===== config.mk =====
export PLATFORM = sky130hd
export DESIGN_NAME = load_store_unit
export DESIGN_NICKNAME = d
export VERILOG_FILES = /design/src/rtl/load_store_unit.sv
export SDC_FILE = /design/constraint.sdc
export NUM_CORES = 1
export LEC_CHECK = 0
export CAP_MARGIN = 0
export CELL_PAD_IN_SITES_DETAIL_PLACEMENT = 0
export CELL_PAD_IN_SITES_GLOBAL_PLACEMENT = 2
export CORE_MARGIN = 2
export CORE_UTILIZATION = 30
export CTS_BUF_LIST = sky130_fd_sc_hd__clkbuf_8
export CTS_CLUSTER_SIZE = 16
export DETAILED_ROUTE_END_ITERATION = 12
export GPL_ROUTABILITY_DRIVEN = 0
export PLACE_DENSITY = 0.86
export SYNTH_ARGS = -nofsm -noshare
export SYNTH_HDL_FRONTEND = slang
export SYNTH_SLANG_ARGS = --single-unit

===== constraint.sdc =====
create_clock -name clk -period 6.2 [get_ports clk]
set_clock_uncertainty 0.05 [all_clocks]
set_input_delay 1.24 -clock clk [delete_from_list [all_inputs] [get_ports clk]]
set_output_delay 1.24 -clock clk [all_outputs]
set_load 0.05 [all_outputs]

===== src/rtl/load_store_unit.sv =====
// rtl/load_store_unit.sv - request/response load/store unit with byte-lane steering
// Optional: define LOAD_STORE_MISALIGNED_EN to split word-crossing accesses into two beats.
module load_store_unit #(
  parameter int XLEN   = 32,
  parameter int ADDR_W = XLEN
) (
  input  logic                clk,
  input  logic                rst_n,
  input  logic                req_valid,
  output logic                req_ready,
  input  logic                req_store,
  input  logic [2:0]          req_funct3,
  input  logic [ADDR_W-1:0]   req_address,
  input  logic [XLEN-1:0]     req_store_value,
  output logic                rsp_valid,
  input  logic                rsp_ready,
  output logic                rsp_efault,
  output logic [XLEN-1:0]     rsp_load_value,
  output logic                mem_req_valid,
  input  logic                mem_req_ready,
  output logic [ADDR_W-1:0]   mem_address,
  output logic                mem_we,
  output logic [XLEN/8-1:0]   mem_wmask,
  output logic [XLEN-1:0]     mem_wdata,
  input  logic                mem_rvalid,
  input  logic [XLEN-1:0]     mem_rdata
);

  localparam int NB  = XLEN / 8;
  localparam int LW  = $clog2(NB);
  localparam int NB2 = 2 * NB;
  localparam logic [2:0] LW3 = 3'(LW);

`ifdef LOAD_STORE_MISALIGNED_EN
  localparam logic MIS_EN = 1'b1;
`else
  localparam logic MIS_EN = 1'b0;
`endif

  typedef enum logic [2:0] {S_IDLE, S_BEAT0, S_WAIT0, S_BEAT1, S_WAIT1, S_RESP} state_t;

  state_t              r_state;
  logic                r_store;
  logic [2:0]          r_funct3;
  logic [LW-1:0]       r_off;
  logic [ADDR_W-1:0]   r_base;
  logic                r_split;
  logic [XLEN-1:0]     r_data0;
  logic [NB-1:0]       r_hi_mask;
  logic [XLEN-1:0]     r_hi_wdata;
  logic                r_req_ready;
  logic                r_rsp_valid;
  logic                r_rsp_efault;
  logic [XLEN-1:0]     r_rsp_load_value;
  logic                r_mem_req_valid;
  logic [ADDR_W-1:0]   r_mem_address;
  logic                r_mem_we;
  logic [NB-1:0]       r_mem_wmask;
  logic [XLEN-1:0]     r_mem_wdata;

  logic [1:0]          w_size_log;
  logic [LW-1:0]       w_off;
  logic [3:0]          w_size_bytes;
  logic                w_fits;
  logic                w_legal;
  logic                w_misal;
  logic [4:0]          w_end;
  logic                w_split;
  logic                w_fault;
  logic [NB2-1:0]      w_mask2;
  logic [2*XLEN-1:0]   w_wdata2;

  // Mask and data are built two words wide so a crossing access spills into the upper half.
  always_comb begin
    w_size_log   = req_funct3[1:0];
    w_off        = req_address[LW-1:0];
    w_size_bytes = 4'd1 << w_size_log;
    w_fits       = {1'b0, w_size_log} <= LW3;
    if (req_store) w_legal = !req_funct3[2] && w_fits;
    else           w_legal = w_fits && (!req_funct3[2] || ({1'b0, w_size_log} < LW3));
    w_misal  = (w_off & LW'(w_size_bytes - 4'd1)) != '0;
    w_end    = 5'(w_off) + {1'b0, w_size_bytes};
    w_split  = w_end > 5'(NB);
    w_fault  = !w_legal || (w_misal && !MIS_EN);
    w_mask2  = ((NB2'(1) << w_size_bytes) - NB2'(1)) << w_off;
    w_wdata2 = {{XLEN{1'b0}}, req_store_value} << {w_off, 3'b000};
  end

  function automatic logic [XLEN-1:0] f_extract(input logic [2*XLEN-1:0] d,
                                                input logic [LW-1:0] off,
                                                input logic [2:0] f3);
    logic [2*XLEN-1:0] s;
    logic [XLEN-1:0]   x;
    logic [XLEN-1:0]   m;
    logic              sgn;
    s = d >> {off, 3'b000};
    x = s[XLEN-1:0];
    case (f3[1:0])
      2'd0:    begin m = XLEN'(8'hff);         sgn = x[7];  end
      2'd1:    begin m = XLEN'(16'hffff);      sgn = x[15]; end
      2'd2:    begin m = XLEN'(32'hffff_ffff); sgn = x[31]; end
      default: begin m = '1;                   sgn = 1'b0;  end
    endcase
    return (x & m) | ((sgn && !f3[2]) ? ~m : '0);
  endfunction

  always_ff @(posedge clk or negedge rst_n) begin
    if (!rst_n) begin
      r_state          <= S_IDLE;
      r_store          <= 1'b0;
      r_funct3         <= '0;
      r_off            <= '0;
      r_base           <= '0;
      r_split          <= 1'b0;
      r_data0          <= '0;
      r_hi_mask        <= '0;
      r_hi_wdata       <= '0;
      r_req_ready      <= 1'b1;
      r_rsp_valid      <= 1'b0;
      r_rsp_efault     <= 1'b0;
      r_rsp_load_value <= '0;
      r_mem_req_valid  <= 1'b0;
      r_mem_address    <= '0;
      r_mem_we         <= 1'b0;
      r_mem_wmask      <= '0;
      r_mem_wdata      <= '0;
    end else begin
      case (r_state)
        S_IDLE: begin
          if (req_valid) begin
            r_store     <= req_store;
            r_funct3    <= req_funct3;
            r_off       <= w_off;
            r_base      <= {req_address[ADDR_W-1:LW], {LW{1'b0}}};
            r_split     <= w_split && !w_fault;
            r_hi_mask   <= w_mask2[NB2-1:NB];
            r_hi_wdata  <= w_wdata2[2*XLEN-1:XLEN];
            r_req_ready <= 1'b0;
            if (w_fault) begin
              r_state          <= S_RESP;
              r_rsp_valid      <= 1'b1;
              r_rsp_efault     <= 1'b1;
              r_rsp_load_value <= '0;
            end else begin
              r_state         <= S_BEAT0;
              r_mem_req_valid <= 1'b1;
              r_mem_address   <= {req_address[ADDR_W-1:LW], {LW{1'b0}}};
              r_mem_we        <= req_store;
              r_mem_wmask     <= req_store ? w_mask2[NB-1:0] : '0;
              r_mem_wdata     <= req_store ? w_wdata2[XLEN-1:0] : '0;
            end
          end
        end
        S_BEAT0, S_BEAT1: begin
          if (mem_req_ready) begin
            if (r_store && r_split && r_state == S_BEAT0) begin
              r_state       <= S_BEAT1;
              r_mem_address <= r_base + ADDR_W'(NB);
              r_mem_wmask   <= r_hi_mask;
              r_mem_wdata   <= r_hi_wdata;
            end else begin
              r_mem_req_valid <= 1'b0;
              r_mem_address   <= '0;
              r_mem_we        <= 1'b0;
              r_mem_wmask     <= '0;
              r_mem_wdata     <= '0;
              if (r_store) begin
                r_state          <= S_RESP;
                r_rsp_valid      <= 1'b1;
                r_rsp_efault     <= 1'b0;
                r_rsp_load_value <= '0;
              end else begin
                r_state <= (r_state == S_BEAT0) ? S_WAIT0 : S_WAIT1;
              end
            end
          end
        end
        S_WAIT0: begin
          if (mem_rvalid) begin
            r_data0 <= mem_rdata;
            if (r_split) begin
              r_state         <= S_BEAT1;
              r_mem_req_valid <= 1'b1;
              r_mem_address   <= r_base + ADDR_W'(NB);
            end else begin
              r_state          <= S_RESP;
              r_rsp_valid      <= 1'b1;
              r_rsp_efault     <= 1'b0;
              r_rsp_load_value <= f_extract({{XLEN{1'b0}}, mem_rdata}, r_off, r_funct3);
            end
          end
        end
        S_WAIT1: begin
          if (mem_rvalid) begin
            r_state          <= S_RESP;
            r_rsp_valid      <= 1'b1;
            r_rsp_efault     <= 1'b0;
            r_rsp_load_value <= f_extract({mem_rdata, r_data0}, r_off, r_funct3);
          end
        end
        S_RESP: begin
          if (rsp_ready) begin
            r_state          <= S_IDLE;
            r_rsp_valid      <= 1'b0;
            r_rsp_efault     <= 1'b0;
            r_rsp_load_value <= '0;
            r_req_ready      <= 1'b1;
          end
        end
        default: r_state <= S_IDLE;
      endcase
    end
  end

  assign req_ready      = r_req_ready;
  assign rsp_valid      = r_rsp_valid;
  assign rsp_efault     = r_rsp_efault;
  assign rsp_load_value = r_rsp_load_value;
  assign mem_req_valid  = r_mem_req_valid;
  assign mem_address    = r_mem_address;
  assign mem_we         = r_mem_we;
  assign mem_wmask      = r_mem_wmask;
  assign mem_wdata      = r_mem_wdata;

endmodule


### Signal wires on met1, run 1

(2 px per um) Supply wires on this layer in grey.
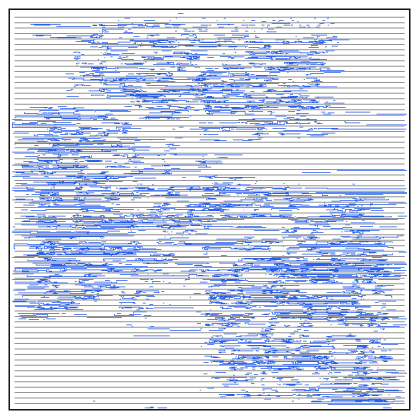
The wires run mostly horizontal. The layer holds 46% of the routed length. The layer carries 16,700 um of wire.
Routed WL: 36,800 um
Vias: 10,074
M1 GR Usage: 0.251

### Signal wires on met2, run 1

(1.5 px per um) Cells faint in the background.
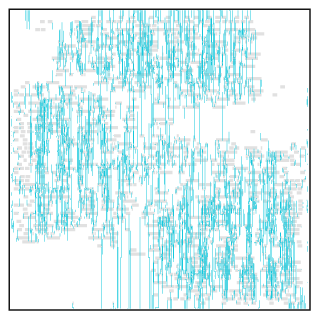
The layer carries 17,300 um of wire. The layer holds 47% of the routed length. The wires run mostly vertical.

==> deck_impl_summary.md, run 1 <==
Key Metrics from the Run

Outcome
  – Status: finished clean

Global route
  – Largest net degree at the start of global routing: 91
  – Grt met3 use: 0.0332
  – GR Util met2: 0.298
  – Initial antenna violation count: 2

Logic synthesis
  – Count leader, synth: nand2_1
  – Cell area leaders: dfrtp_1, nand2_1, mux2i_1
  – AO/OA Area Share: 0.171
  – Post-synth top area cell: dfrtp_1
  – Commonest cells post-synth: nand2_1, dfrtp_1, nor2_1
  – Synthesis area per yosys: 0.0115 mm^2
  – Yosys simple share: 0.179
  – Synth Flop Type: dfrtp_1

Cells and area
  – Seq area share: 0.348
  – Share of post-route cells with drive strength above 1: 0.109
  – Clock-cell share: 0.0542
  – Top Layout Cells: nand2_1, clkdlybuf4s50_1, dfrtp_1, nor2_1, a21oi_1
  – Final Core Density: 0.387
  – Area added between synthesis and finish: 27.4%

Job
  – Max cap viols: 0
  – Log Warnings: 27

Place
  – Dpl cells: 1,888
  – DP Wirelength: 25,600 um
  – DP Worst Slack: 2.11 ns

Critical path
  – Worst EP required: 6.66 ns
  – CP delay by family, top: simple AND/OR/NAND/NOR gates
  – Worst R2R Setup Slack: 2.87 ns
  – Depth of the worst register-to-register path: 6
  – Setup crit start: req_address[1]
  – Crit Reg-Reg Startpoint: r_off[0]
  – Worst R2R End: rsp_load_value[14]
  – Max incr delay on CP: 0.77 ns

Timing
  – Setup TNS: 0 ns
  – Count of final setup violators: 0
  – PnR worst setup slack: 2.70 ns
  – Unrepaired setup endpoints after global routing: false

Routing
  – DRC Markers: 0
  – DR iter-0 viols: 663
  – Top routing layer in use: met5
  – Met2 WL post-DR: 17,300 um

Floorplanning
  – Fp util: 0.304
  – TAP cells: 511
  – Core area: 0.0377 mm^2
  – Die area: 0.0398 mm^2

Clocking
  – CTS H-tree depth: 2
  – Post-CTS Repair Setup Buffers: 0
  – Clk buf depth: 3

Min path
  – Worst Hold Class: register to register
  – Hold EP: r_hi_wdata[9]

Power and ir drop
  – Reported clock group power: 1.38 mW
### Signal wires on met3, run 1

(2 px per um)
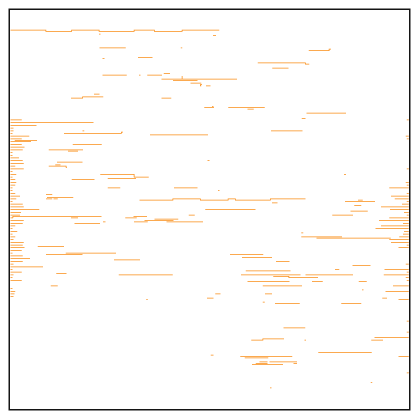
170 nets have wire on it. The layer carries 1,880 um of wire. The layer holds 5.1% of the routed length. The wires run mostly horizontal. The longest straight run is 44.2 um.

### Metal 4, run 1

(2 px per um) Supply wires on this layer in grey.
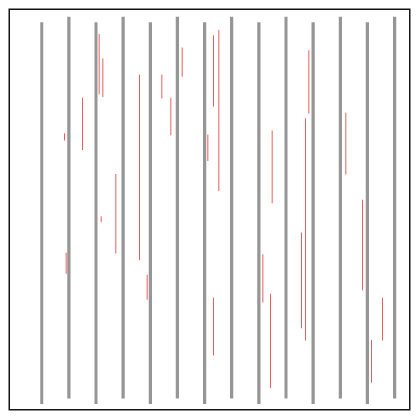
The wires run mostly vertical. The layer holds 2.3% of the routed length. 13 nets have wire on it. The longest straight run is 111 um. The layer carries 851 um of wire.

==> run 1 -> run 2 <==
Clock period 6.2 ns to 3.35 ns, I/O delays scaled along.
### Signal wires on met2, run 2

(1.5 px per um) Cells faint in the background.
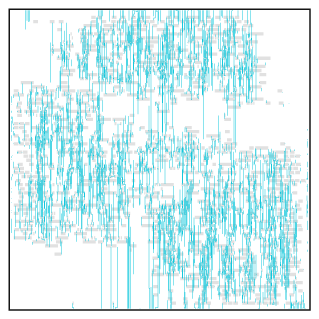
The wires run mostly vertical. The layer holds 46% of the routed length. The longest straight run is 68.2 um. 1,285 nets have wire on it.

### Signal wires on met3, run 2

(2 px per um)
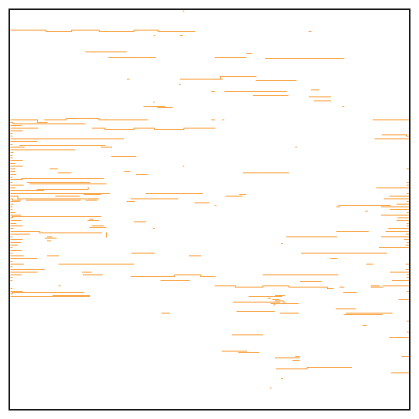
The wires run mostly horizontal. The layer carries 2,430 um of wire. The longest straight run is 56.4 um. The layer holds 6.5% of the routed length.

==> run 2 against run 1 <==
Compared with the run above:
- combinational power grew 91%
- global-route usage grew 0.19 points
- power grew 87%
- largest cell class unchanged
==> deck_impl_summary.md, run 2 <==
Key Metrics from the Run

Place
  – Dpl cells: 1,916
  – DP Worst Slack: 0.169 ns
  – DP Wirelength: 26,300 um
  – PortBufs: 208

Global route
  – Largest net degree at the start of global routing: 83
  – GR Util met2: 0.299
  – Vias in the first global route: 10,143
  – Initial antenna violation count: 4
  – Total GRT Usage: 0.187
  – Grt met3 use: 0.0459
  – M1 GR Usage: 0.251

Routing
  – Met2 WL post-DR: 17,300 um
  – Top routing layer in use: met5
  – DR iter-0 viols: 675
  – DRC Markers: 0
  – Vias: 10,132
  – Routed WL: 37,300 um

Critical path
  – CP Capture Point: req_ready
  – Setup crit start: req_ready
  – CP delay by family, top: buffers and inverters
  – Worst EP required: 2.63 ns
  – Max incr delay on CP: 0.85 ns
  – Crit Reg-Reg Startpoint: r_state[2]
  – Worst R2R End: rsp_load_value[7]

Clocking
  – Clk buf depth: 3
  – CTS tree: yes
  – Post-CTS Repair Setup Buffers: 0
  – CTS H-tree depth: 2

Timing
  – Count of final setup violators: 0
  – Fin. Hold Viols: 0
  – Unrepaired setup endpoints after global routing: false
  – PnR worst setup slack: 0.658 ns
  – Hold_ws: 0.0507 ns
  – Setup TNS: 0 ns

Logic synthesis
  – Cell area leaders: dfrtp_1, nand2_1, mux2i_1
  – Count leader, synth: nand2_1
  – Commonest cells post-synth: nand2_1, dfrtp_1, nor2_1
  – Post-synthesis area per instance: 9.12 um^2
  – AO/OA Area Share: 0.171
  – Synth Flop Type: dfrtp_1
  – Yosys simple share: 0.179
  – Synthesis area per yosys: 0.0115 mm^2
  – Post-synth top area cell: dfrtp_1

Power and ir drop
  – Reported clock group power: 2.49 mW
  – Comb power frac: 0.530
  – Clock power share: 0.164

Floorplanning
  – TAP cells: 511
  – Die area: 0.0398 mm^2
  – Fp util: 0.304
  – Core area: 0.0377 mm^2

Outcome
  – Status: finished clean

Cells and area
  – Seq area share: 0.342
  – Area added between synthesis and finish: 29.7%
  – Final Core Density: 0.395
  – Share of post-route cells with drive strength above 1: 0.129
  – Top Layout Cells: nand2_1, clkdlybuf4s50_1, dfrtp_1, nor2_1, a21oi_1
  – Diode count: 1

Min path
  – Worst Hold Class: primary input to asynchronous set/reset pin

Job
  – Log Warnings: 27
  – Max cap viols: 0
==> run 2 -> run 3 <==
Settings changed: PLACE_DENSITY 0.86 to 0.89.
Clock period 3.35 ns to 2.4 ns, I/O delays scaled along.
### Signal wires on met1, run 3

(2 px per um) Supply wires on this layer in grey.
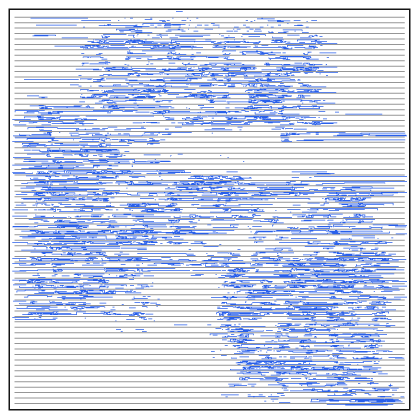
The wires run mostly horizontal. The layer holds 46% of the routed length. 1,458 nets have wire on it.

### Cell outlines without signal wires, run 3

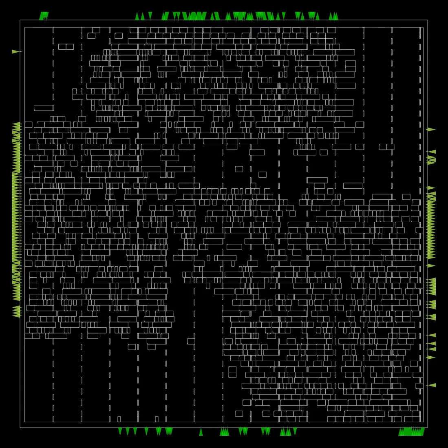
TAP cells: 511
# rows: 71
final std cells w/o fill: 2,042
Final Core Density: 0.410

==> run 3 against run 2 <==
Compared with the run above:
- utilization rose by 1.5 points
- highest routed layer unchanged
- cell count rose by 2.7%
- synthesized area did not move
- sequential share of layout area fell by 1.3 points
- first-iteration DRC count rose by 8.1%
==> deck_impl_summary.md, run 3 <==
Key Metrics from the Run

Place
  – DP Worst Slack: -0.438 ns
  – Dpl cells: 1,973

Routing
  – Met2 WL post-DR: 16,900 um
  – DR iter-0 viols: 730
  – Vias: 10,427
  – Routed WL: 37,500 um

Job
  – Max cap viols: 0

Cells and area
  – Area added between synthesis and finish: 34.6%
  – Top Layout Cells: nand2_1, clkdlybuf4s50_1, dfrtp_1, nor2_1, buf_4
  – Clock-cell share: 0.0507
  – Seq area share: 0.330
  – Share of post-route cells with drive strength above 1: 0.166

Global route
  – Initial antenna violation count: 2
  – Largest net degree at the start of global routing: 67

Critical path
  – Crit Reg-Reg Startpoint: r_base[3]
  – Worst EP required: 1.87 ns
  – CP Capture Point: mem_wdata[7]
  – Worst R2R End: mem_address[26]
  – Depth of the worst register-to-register path: 6
  – CP delay by family, top: buffers and inverters
  – Max incr delay on CP: 0.83 ns

Logic synthesis
  – Synth Flop Type: dfrtp_1
  – Synthesis area per yosys: 0.0115 mm^2
  – Post-synthesis area per instance: 9.12 um^2
  – AO/OA Area Share: 0.171
  – Count leader, synth: nand2_1

Timing
  – Setup TNS: 0 ns
  – Count of final setup violators: 0
  – Unrepaired setup endpoints after global routing: false
  – PnR worst setup slack: 0.0608 ns
  – Hold_ws: 0.370 ns
  – Fin. Hold Viols: 0

Clocking
  – Post-CTS Repair Setup Buffers: 0
  – CTS tree: yes

Outcome
  – Status: finished clean

Power and ir drop
  – Comb power frac: 0.549
  – Clock power share: 0.160

Floorplanning
  – Core area: 0.0377 mm^2
Power and IR drop assume default switching activity.
